$ cat config.mk
export PLATFORM = sky130hd
export DESIGN_NAME = if_id_queue
export DESIGN_NICKNAME = d
export VERILOG_FILES = /design/src/rtl/if_id_queue.sv
export SDC_FILE = /design/constraint.sdc
export NUM_CORES = 1
export LEC_CHECK = 0
export ABC_AREA = 1
export ABC_CLOCK_PERIOD_IN_PS = 9500
export CORE_ASPECT_RATIO = 1.25
export CORE_MARGIN = 1.5
export CORE_UTILIZATION = 55
export DETAILED_ROUTE_END_ITERATION = 8
export HOLD_SLACK_MARGIN = 0.02
export PLACE_DENSITY = 0.78
export SLEW_MARGIN = 15
export SYNTH_ARGS = -nofsm -noshare
export SYNTH_HDL_FRONTEND = slang
export SYNTH_SLANG_ARGS = --single-unit
$ cat constraint.sdc
create_clock -name clk -period 9.5 [get_ports clk]
set_clock_uncertainty 0.1 [all_clocks]
set_input_delay 1.425 -clock clk [delete_from_list [all_inputs] [get_ports clk]]
set_output_delay 1.425 -clock clk [all_outputs]
set_load 0.05 [all_outputs]
$ cat src/rtl/if_id_queue.sv
// if_id_queue: DEPTH-entry in-order instruction queue between fetch (IF) and decode (ID).
// Decouples fetch from decode stalls, supports a synchronous flush for redirects, and
// presents a bubble on the head outputs whenever the queue is empty.
// Optional build macro IF_ID_QUEUE_BUBBLE_NOP_EN: when defined, the empty/reset value of
// if_id_instruction is the RV32I NOP (addi x0,x0,0); otherwise it is all zeros.
module if_id_queue #(
    parameter int REG_NUM_BITWIDTH = 5,
    parameter int WORD_BITWIDTH    = 32,
    parameter int DEPTH            = 4,
    parameter int CNT_BITWIDTH     = $clog2(DEPTH) + 1
) (
    input  logic                     clk,
    input  logic                     rst,
    input  logic                     if_valid,
    output logic                     if_ready,
    input  logic [WORD_BITWIDTH-1:0] pc,
    input  logic [WORD_BITWIDTH-1:0] instruction,
    input  logic                     hz_stall,
    input  logic                     flush,
    output logic                     id_valid,
    output logic [WORD_BITWIDTH-1:0] id_wt_pc,
    output logic [WORD_BITWIDTH-1:0] if_id_instruction,
    output logic [CNT_BITWIDTH-1:0]  occupancy
);

    localparam int PTR_W = $clog2(DEPTH);
    localparam logic [CNT_BITWIDTH-1:0] FULL_CNT = CNT_BITWIDTH'(DEPTH);

`ifdef IF_ID_QUEUE_BUBBLE_NOP_EN
    localparam logic [WORD_BITWIDTH-1:0] BUBBLE = WORD_BITWIDTH'(32'h0000_0013);
`else
    localparam logic [WORD_BITWIDTH-1:0] BUBBLE = '0;
`endif

    // Register-index width is kept only so the parameter list matches the old IF/ID register.
    logic [31:0] unused_reg_num;
    assign unused_reg_num = 32'(REG_NUM_BITWIDTH);

    logic [WORD_BITWIDTH-1:0] pc_mem    [DEPTH];
    logic [WORD_BITWIDTH-1:0] instr_mem [DEPTH];
    logic [PTR_W-1:0]         wr_ptr;
    logic [PTR_W-1:0]         rd_ptr;
    logic [CNT_BITWIDTH-1:0]  count;
    logic                     push;
    logic                     pop;

    // Handshake flags come from registered count only, so stall/flush never reach if_ready.
    assign if_ready  = (count != FULL_CNT);
    assign id_valid  = (count != '0);
    assign occupancy = count;

    // Flush wins over both sides of the queue.
    assign push = if_valid & if_ready & ~flush;
    assign pop  = id_valid & ~hz_stall & ~flush;

    // Head outputs fall back to the bubble when nothing is queued.
    assign id_wt_pc          = id_valid ? pc_mem[rd_ptr]    : '0;
    assign if_id_instruction = id_valid ? instr_mem[rd_ptr] : BUBBLE;

    // Pointer and occupancy bookkeeping; pointers wrap naturally since DEPTH is a power of two.
    always_ff @(posedge clk or posedge rst) begin
        if (rst) begin
            wr_ptr <= '0;
            rd_ptr <= '0;
            count  <= '0;
        end else if (flush) begin
            wr_ptr <= '0;
            rd_ptr <= '0;
            count  <= '0;
        end else begin
            if (push) wr_ptr <= wr_ptr + PTR_W'(1);
            if (pop)  rd_ptr <= rd_ptr + PTR_W'(1);
            if (push && !pop)      count <= count + CNT_BITWIDTH'(1);
            else if (pop && !push) count <= count - CNT_BITWIDTH'(1);
        end
    end

    // Entry storage; cleared on reset, written at wr_ptr on an accepted push.
    always_ff @(posedge clk or posedge rst) begin
        if (rst) begin
            for (int i = 0; i < DEPTH; i++) begin
                pc_mem[i]    <= '0;
                instr_mem[i] <= '0;
            end
        end else if (push) begin
            pc_mem[wr_ptr]    <= pc;
            instr_mem[wr_ptr] <= instruction;
        end
    end

endmodule

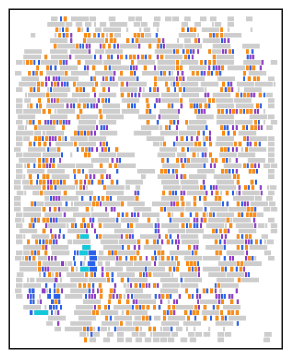
*Logic cells by family*
Drawn at 2 px/um.
blue -> NAND gates  # cells 284, most used nand2_1, where all over the die
cyan -> adder and majority cells  # cells 5, most used ha_1, where lower left
purple -> NOR gates  # cells 266, most used nor2_1, where all over the die
orange -> inverting AOI/OAI gates  # cells 453, most used o21ai_1, where all over the die

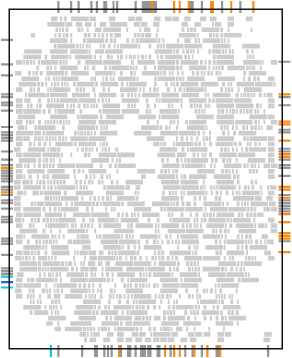
*Ports around the boundary*
Drawn at 2 px/um. Pins as bars across the die edge, other pins in grey.
blue -> `if_ready`  # pins 1, direction output, edge left
orange -> `pc`  # pins 32, direction input, edge 15 right, 8 top, 7 bottom, 2 left
cyan -> `occupancy`  # pins 3, direction output, edge 2 left, 1 bottom
all pins by edge = 42 left, 33 bottom, 33 right, 30 top

==> summary.txt <==
Synthesized registers: 263
drt first pass iters: 5
clock sink total: 263
Commonest Layout Cell: nand2_1
dpl ws: 4.66 ns
Final ANT Viol Nets: 0
tool warning count: 36
Dominant comb cell: AND-OR/OR-AND gates
final instance area: 14100 sq um
Slew Limit Fails: 0
met1 wire length: 12400 um
wire length after detailed routing: 28600 um
n_taps: 279
Mapped Avg Cell Area: 8.34 sq um
met3 wire length: 1540 um
Synth area leader: dfrtp_1
type of the worst setup path: flip-flop to output pin
Layout area overhead: 15.9%
leakage power: 6.53 nW
fin util: 0.652
max layer used: met4
die area: 23000 sq um
Core ar.: 21500 sq um
most instantiated logic cells after routing: nand2_1, nor2_1, dfrtp_1, o21ai_1, clkdlybuf4s50_1
seq pwr: 1.85 mW
and+or+nand+nor area frac: 0.173
final setup fails: 0
P_int: 3.02 mW
Hold Path Class: flip-flop to flip-flop
Clock Power: 1.05 mW
Hold WS: 0.383 ns
Finished Layout Cells: 1826
number of hold buffers added after CTS: 0
Clock power frac: 0.199
post-DP HPWL: 15800 um
total negative slack: 0 ns
Max-area cell share: 0.543
fraction of cell area in non-clock buffers: 0.105
sw frac: 0.429
Worst-Margin Slew: 1.15 ns
Sequential Power Share: 0.350
Post-CTS Resized: 0
flip-flops with a built-in enable: 0
Reg-to-Reg End: rd_ptr[1]
min cycle time layout: 5.42 ns
net switching power: 2.27 mW
number of global-route vias before repair: 9684
critical path depth: 5
final clock period utilization by the worst path: 0.570
ClkCell Share: 0.0626
hold path depth: 2
Root Driver: clkbuf_16
top post-synthesis cells by count: nand2_1, dfrtp_1, nor2_1, o21ai_1, o21ai_0
Comb area share: 0.317
Mapped Cells: 1454
Leading cell kind: registers
GRT busiest layer: met2
yosys cell count: 1454
met2 GRT Util: 0.421
Die Width: 136 um
fp util: 0.563
pin count of the biggest net entering global routing: 143
registers: 263
CP max stage cell: clkdlybuf4s50_1
Num CTS Buffers: 26
Commonest flop: dfrtp_1
Yosys cell types: 20
fmax: 185 MHz
first-pass GRT wire length: 47800 um
Synth top cell by count: nand2_1
outcome: finished clean
FFs w/ async S/R, synth: 1.00
register area: 6590 sq um
GRT Util Overall: 0.256
Pwr per Cell Area: 376 nW/um^2
RSZ-0062 raised after global routing: no
CLK BUF: 38
tally of filler cells in the layout: 1830
Non-CTS buffers: 149
Main power group: combinational cells
delay-heaviest family, CP: buffers and inverters
DRC: 0
layout cells sized above 1: 0.0427
Power and IR drop assume default switching activity.
